**Wires at chosen ports, followed through buffers**

Scale: 6 px per um.
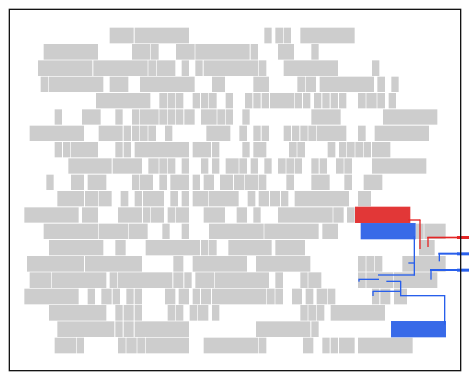
**Placed cells, one color a class**

Scale: 4 px per um.
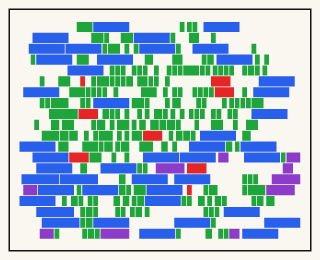
**Routed clock nets over the placement**

Scale: 6 px per um.
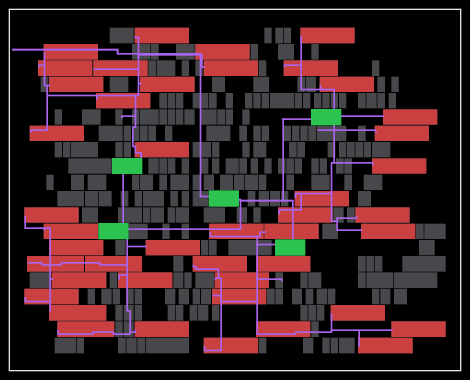
**The clock network**

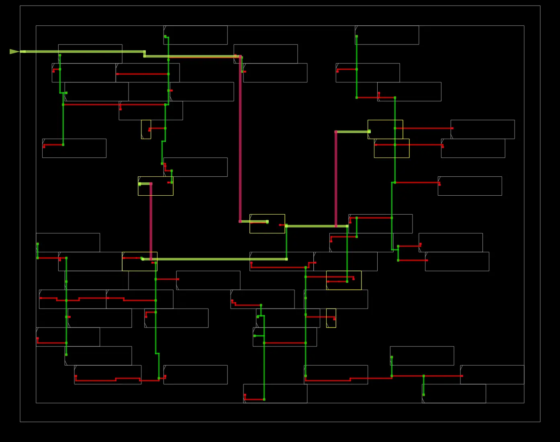
**M3 wires**

Scale: 4 px per um. Cells faint in the background.
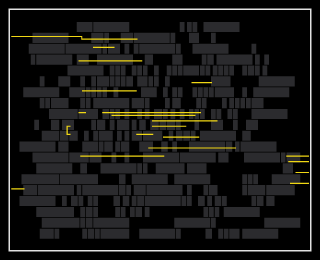
## src/rtl/input_mode_sequencer.sv

```systemverilog
// Front-panel input-type selector: sample tick, button sync/debounce, mode stepping and lock.
// Optional build macro AUTO_SCROLL_EN enables hold-to-scroll in the HOLD state.
module input_mode_sequencer #(
  parameter logic [23:0] TICK_DIV       = 24'd524288,
  parameter int          NUM_MODES      = 4,
  parameter int          DEBOUNCE_TICKS = 2,
  parameter int          HOLD_TICKS     = 8
) (
  input  logic       clk_10MHz,
  input  logic       reset,
  input  logic       next_n,
  input  logic       confirm_n,
  output logic [1:0] sel,
  output logic       locked,
  output logic       sel_changed,
  output logic       tick
);

  localparam int             DW       = $clog2(DEBOUNCE_TICKS + 1);
  localparam logic [DW-1:0]  DB_LAST  = DW'(DEBOUNCE_TICKS - 1);
  localparam logic [1:0]     SEL_LAST = 2'(NUM_MODES - 1);
  localparam int             BN       = 0;
  localparam int             BC       = 1;

  typedef enum logic [1:0] {
    SELECT = 2'd0,
    HOLD   = 2'd1,
    LOCKED = 2'd2
  } state_t;

  if ((TICK_DIV < 24'd2) || (NUM_MODES < 2) || (NUM_MODES > 4) ||
      (DEBOUNCE_TICKS < 1) || (HOLD_TICKS < 1)) begin : g_param_check
    $error("input_mode_sequencer: illegal parameter value");
  end

  logic [23:0]   count_r;
  logic          tick_d_r;
  logic [1:0]    sync1_r;
  logic [1:0]    sync2_r;
  logic [1:0]    pressed_s;
  logic [1:0]    level_r;
  logic [1:0]    level_prev_r;
  logic [DW-1:0] run_r [2];
  logic          next_armed_r;
  logic          next_press_s;
  logic          next_release_s;
  logic          confirm_press_s;
  state_t        state_r;

  function automatic logic [1:0] step_sel(input logic [1:0] cur);
    if (cur >= SEL_LAST) begin
      step_sel = 2'd0;
    end else begin
      step_sel = cur + 2'd1;
    end
  endfunction

  // Free-running sample tick; tick_d_r lines up with the debounced edge pulses.
  always_ff @(posedge clk_10MHz or posedge reset) begin
    if (reset) begin
      count_r  <= 24'd0;
      tick     <= 1'b0;
      tick_d_r <= 1'b0;
    end else begin
      if (count_r == TICK_DIV - 24'd1) begin
        count_r <= 24'd0;
      end else begin
        count_r <= count_r + 24'd1;
      end
      tick     <= (count_r == TICK_DIV - 24'd2);
      tick_d_r <= tick;
    end
  end

  assign pressed_s = ~sync2_r;

  // Synchronize and debounce both buttons; NEXT is armed only after a released sample.
  always_ff @(posedge clk_10MHz or posedge reset) begin
    if (reset) begin
      sync1_r      <= 2'b11;
      sync2_r      <= 2'b11;
      level_r      <= 2'b00;
      level_prev_r <= 2'b00;
      run_r[0]     <= '0;
      run_r[1]     <= '0;
      next_armed_r <= 1'b0;
    end else begin
      sync1_r      <= {confirm_n, next_n};
      sync2_r      <= sync1_r;
      level_prev_r <= level_r;
      if (tick) begin
        for (int i = 0; i < 2; i++) begin
          if (pressed_s[i] != level_r[i]) begin
            if (run_r[i] == DB_LAST) begin
              level_r[i] <= pressed_s[i];
              run_r[i]   <= '0;
            end else begin
              run_r[i] <= run_r[i] + DW'(1);
            end
          end else begin
            run_r[i] <= '0;
          end
        end
        if (!pressed_s[BN]) begin
          next_armed_r <= 1'b1;
        end
      end
    end
  end

  assign next_press_s    = level_r[BN] & ~level_prev_r[BN] & next_armed_r;
  assign next_release_s  = ~level_r[BN] & level_prev_r[BN];
  assign confirm_press_s = level_r[BC] & ~level_prev_r[BC];

`ifdef AUTO_SCROLL_EN
  localparam int            HW        = $clog2(HOLD_TICKS + 1);
  localparam logic [HW-1:0] HOLD_LAST = HW'(HOLD_TICKS - 1);
  logic [HW-1:0] hold_cnt_r;
`endif

  // Mode FSM; confirm outranks next, and a held NEXT never re-triggers without release.
  always_ff @(posedge clk_10MHz or posedge reset) begin
    if (reset) begin
      state_r     <= SELECT;
      sel         <= 2'd0;
      locked      <= 1'b0;
      sel_changed <= 1'b0;
`ifdef AUTO_SCROLL_EN
      hold_cnt_r  <= '0;
`endif
    end else begin
      sel_changed <= 1'b0;
      case (state_r)
        SELECT: begin
          if (confirm_press_s) begin
            locked  <= 1'b1;
            state_r <= LOCKED;
          end else if (next_press_s) begin
            sel         <= step_sel(sel);
            sel_changed <= 1'b1;
            state_r     <= HOLD;
`ifdef AUTO_SCROLL_EN
            hold_cnt_r  <= '0;
`endif
          end
        end
        HOLD: begin
          if (confirm_press_s) begin
            locked  <= 1'b1;
            state_r <= LOCKED;
          end else if (next_release_s) begin
            state_r <= SELECT;
`ifdef AUTO_SCROLL_EN
          end else if (tick_d_r) begin
            if (hold_cnt_r == HOLD_LAST) begin
              sel         <= step_sel(sel);
              sel_changed <= 1'b1;
              hold_cnt_r  <= '0;
            end else begin
              hold_cnt_r <= hold_cnt_r + HW'(1);
            end
`endif
          end
        end
        LOCKED: begin
          if (confirm_press_s) begin
            locked  <= 1'b0;
            state_r <= SELECT;
          end
        end
        default: begin
          state_r <= SELECT;
          locked  <= 1'b0;
        end
      endcase
    end
  end

endmodule
```

## config.mk

```make
export PLATFORM = sky130hd
export DESIGN_NAME = input_mode_sequencer
export DESIGN_NICKNAME = d
export VERILOG_FILES = /design/src/rtl/input_mode_sequencer.sv
export SDC_FILE = /design/constraint.sdc
export NUM_CORES = 1
export LEC_CHECK = 0
export ABC_AREA = 1
export CAP_MARGIN = 20
export CORE_AREA = 2 2 73 58
export CTS_CLUSTER_DIAMETER = 80
export DETAILED_ROUTE_END_ITERATION = 8
export DIE_AREA = 0 0 75 60
export PLACE_DENSITY = 0.76
export SLEW_MARGIN = 20
export SYNTH_ARGS = -nofsm -noshare
export SYNTH_HDL_FRONTEND = slang
export SYNTH_SLANG_ARGS = --single-unit
```

## constraint.sdc

```tcl
create_clock -name clk_10MHz -period 1.9 [get_ports clk_10MHz]
set_clock_uncertainty 0.1 [all_clocks]
set_input_delay 0.285 -clock clk_10MHz [delete_from_list [all_inputs] [get_ports clk_10MHz]]
set_output_delay 0.285 -clock clk_10MHz [all_outputs]
set_load 0.1 [all_outputs]
```

==> metrics.cfg <==
[power_and_ir_drop]
power.leakage_nw = 1.235
worst_ir_drop_vdd_uv = 587.0
post-layout-total-power_mw = 1.566
power.density_cell_area_mw_per_mm2 = 645.3

[drt]
routed-via-count = 1543
dr.first_iter.drc_count = 99
antenna_violating_nets_post_route = 0
drt_drc_violations_left = 0
firstDrtPassIters = 4
route.detailed.vias_per_inst = 4.748
route.detailed.wl_per_inst_um = 11.86
route.final.wire_length_um = 3855

[grt]
grt_remaining_overflow = 0
grt.total_usage_pct = 19.94
first_global_vias = 1467
grt_antenna_before_repair = 0
grt_max_degree = 24
grt_first_pass_wirelength_um = 6610

[setup_path]
end_kind = flip-flop
critPathMaxStageDelay_ns = 0.39
timing.critical_path.fanout_max = 8
cp.required_ns = 1.98
timing.critical_path.from = count_r[1]$_DFF_PP0_
r2r_slack_ns = 0.31
crit_buf_inv = 2
rr_startpoint = count_r[1]$_DFF_PP0_
crit_path_top_delay_cell = dfrtp_1
crit_type = flip-flop to flip-flop
startpoint_type = flip-flop
worst_r2r_endpoint = count_r[11]$_DFF_PP0_
timing.critical_path.max_delay_family = simple AND/OR/NAND/NOR gates
r2r_cells = 8
critPathArrivalTime_ns = 1.67
crit_path_cell_trace = ha_1 > inv_2 > nor2_4 > nand2_2 > nor2_2 > nand3_2 > clkinv_2 > nor2_1

[synthesis]
syn_avg_cell_area_um2 = 8.470
synth.yosys.chip_area_mm2 = 0.002135
ys_ff = 44
synthesis.area_mm2 = 0.002135
top_area_cell = dfrtp_1
synth_top_area_share_pct = 46.89
ys.warnings.count = 0
postSynthSeqShare_pct = 51.82
synth_nets = 259
yosys_cells = 252
synth_cell_type_count = 25
synthCells = 252
area_leaders = dfrtp_1, nand2_1, nor2_1

[sta]
fmax_mhz = 628.6
report.final.slew_viol_count = 0
endpoints_failing_setup = 0
grt_setup_unrepaired = no
max_slew.worst_pin.slew_ns = 0.5508
finalHoldViolCount = 0
relSlewSlack_pct = 63.05
final_min_period_over_clock_period_pct = 83.73
setup_tns_ns = 0
min_period_ns = 1.591

[cts]
clockRootBuffer = clkbuf_8
max-clock-path-buffers = 2
cts.hold.buffers_added = 0
clk_pin_slew_worst_paths_ns = 0.08
clk_latency_ns = 0.29
htree_levels = 2
cts_resized = 0
post_cts.repair.setup_buffers = 0
cts_inserted_buffers = 5
cts_tree = yes

[place]
portBuffers = 8
cell_area_after_placement_mm2 = 0.002336
gp_congestion = 0.9066
dp_hpwl_um = 2958
dp.cells = 317

[min_path]
hp-class = primary input to async pin

[die]
coreArea_mm2 = 0.003829
die_w_um = 75
floorplan.die.height_um = 60
number_of_top_level_design_ports = 9
floorplan.core_util_pct = 55.75
fp-row-count = 20
chip_area_mm2 = 0.004500

[flow_run]
timing.max_cap.violations = 0
log.warning_count = 27

[layout]
final_area_mm2 = 0.002426
layout-drive-gt1-share_pct = 13.70
finish.net_count = 276
layoutNonFillerInstCount = 325
area_delta_synth_final_pct = 13.66
count_of_antenna_diodes_in_the_layout = 0
n_fill_cell = 335

[run_status]
outcome = completed

About 'wires at chosen ports, followed through buffers':
Red marks sel_changed, bits 1, direction output, edge right, end cells 1, buffers 1, wire 13.0 um. Blue marks sel, bits 2, direction output, edge right, end cells 2, buffers 2, wire 49.2 um.

About 'placed cells, one color a class':
Red marks clock drivers and dummy loads, cells 8. Purple marks remaining buffers and delay cells, cells 10. Green marks combinational and other logic, cells 208. Blue marks sequential cells, cells 44.

About 'routed clock nets over the placement':
Red marks flip-flops, count 44. Purple marks clock wires, length 494 um. Green marks clock drivers, count 5.
Position of the flops: spread over the die. There are 6 routed clock nets.

About 'the clock network':
clock buffer count: 8
CTS Sinks: 44
flip-flops: 44

About 'M3 wires':
The longest straight run is 24.4 um. The layer carries 221 um of wire.

## cell usage in the layout, fill, tap and decap left out, drive strengths merged, types with 3 or more instances in the layout
cell	count
a21oi	7
buf	7
clkbuf	8
clkdlybuf4s50	3
dfrtp	40
dfstp	4
ha	3
inv	37
nand2	61
nand3	11
nor2	55
o21ai	8
xnor2	5
xor2	9
## worst register-to-register path, delay by kind of cell (launching register included)
kind,cells,cell delay [ns]
and+or+nand+nor,5,0.51
DFF,1,0.39
adders and majority gates,1,0.28
buffers and inverters,2,0.21
## flip-flops by register name, indices dropped and copies added, names as in the netlist
register and flops:
sync1_r 2, next_armed_r 1, run_r 4, level_prev_r 2
sync2_r 2, count_r 24, sel 2, state_r 2
level_r 2, locked 1, tick 1, sel_changed 1
## cells by family (layout without fill, tap and decap cells)
| kind of cell | count (synthesis) | count (layout) | synth area share (%) |
|---|---|---|---|
| AND/OR/NAND/NOR | 135 | 135 | 29.54 |
| AND-OR/OR-AND | 17 | 17 | 4.220 |
| adder cells (fa/ha/maj) | 3 | 3 | 1.759 |
| flip-flops | 44 | 44 | 51.82 |
| buffers and inverters | 39 | 57 | 6.916 |
| XOR/XNOR | 14 | 14 | 5.745 |
## worst max-delay path by stage
stage / end / depth (start not counted)
6_report: count_r[11]$_DFF_PP0_ / 8
5_1_grt: count_r[0]$_DFF_PP0_ / 8
4_1_cts: count_r[11]$_DFF_PP0_ / 8
3_5_place_dp: count_r[11]$_DFF_PP0_ / 8
3_3_place_gp: count_r[15]$_DFF_PP0_ / 8
2_1_floorplan: sel[0]$_DFFE_PP0P_ / 3
## power by group
group / switching [mW] / internal [mW] / total, mW
sequential: 0.00165 / 0.943 / 0.945
clock: 0.292 / 0.296 / 0.589
combinational: 0.0205 / 0.0116 / 0.0321
## synth_stat cells, drive strengths merged
| library cell | count |
|---|---|
| clkinv | 1 |
| o21ai | 8 |
| ha | 3 |
| nand3 | 11 |
| inv | 38 |
| a21oi | 7 |
| or2 | 1 |
| and2 | 2 |
| nand4 | 2 |
| xor2 | 9 |
| o21bai | 2 |
| dfstp | 4 |
| nand3b | 2 |
| nand2 | 61 |
| xnor2 | 5 |
| dfrtp | 40 |
| nor3b | 1 |
| nor2 | 55 |
## through the flow
step / util (%) / setup slack (ns) / hold WS, ns
after floorplan: - / 0.2199 / 0.1895
after global placement: 61.01 / 0.3920 / 0.2456
after detailed placement: 61.01 / 0.3167 / 0.2468
after CTS: 63.37 / 0.3009 / 0.1959
after global routing: 63.37 / 0.2007 / 0.2136
final: 63.37 / 0.3092 / 0.1831
## cell type report
type	instances	area (um2)	area share (%)
Sequential cell	44	1106	45.59
Clock buffer	8	90.09	3.713
Inverter	39	147.6	6.086
Tap cell	55	68.82	2.837
Multi-Input combinational cell	169	880.8	36.31
Timing Repair Buffer	10	132.6	5.467
## routing by layer
layer / vias to the layer above / track usage, % / share of wire (%) / wire (um)
li1: 797 / - / - / -
met1: 709 / 29.95 / 49 / 1906
met2: 31 / 28.70 / 44 / 1680
met3: 6 / 4.553 / 5.7 / 221
met4: 0 / 6.122 / 1.2 / 48
met5: - / 0 / 0 / 0
No activity file was given, so power comes from the tool's default toggle rates.
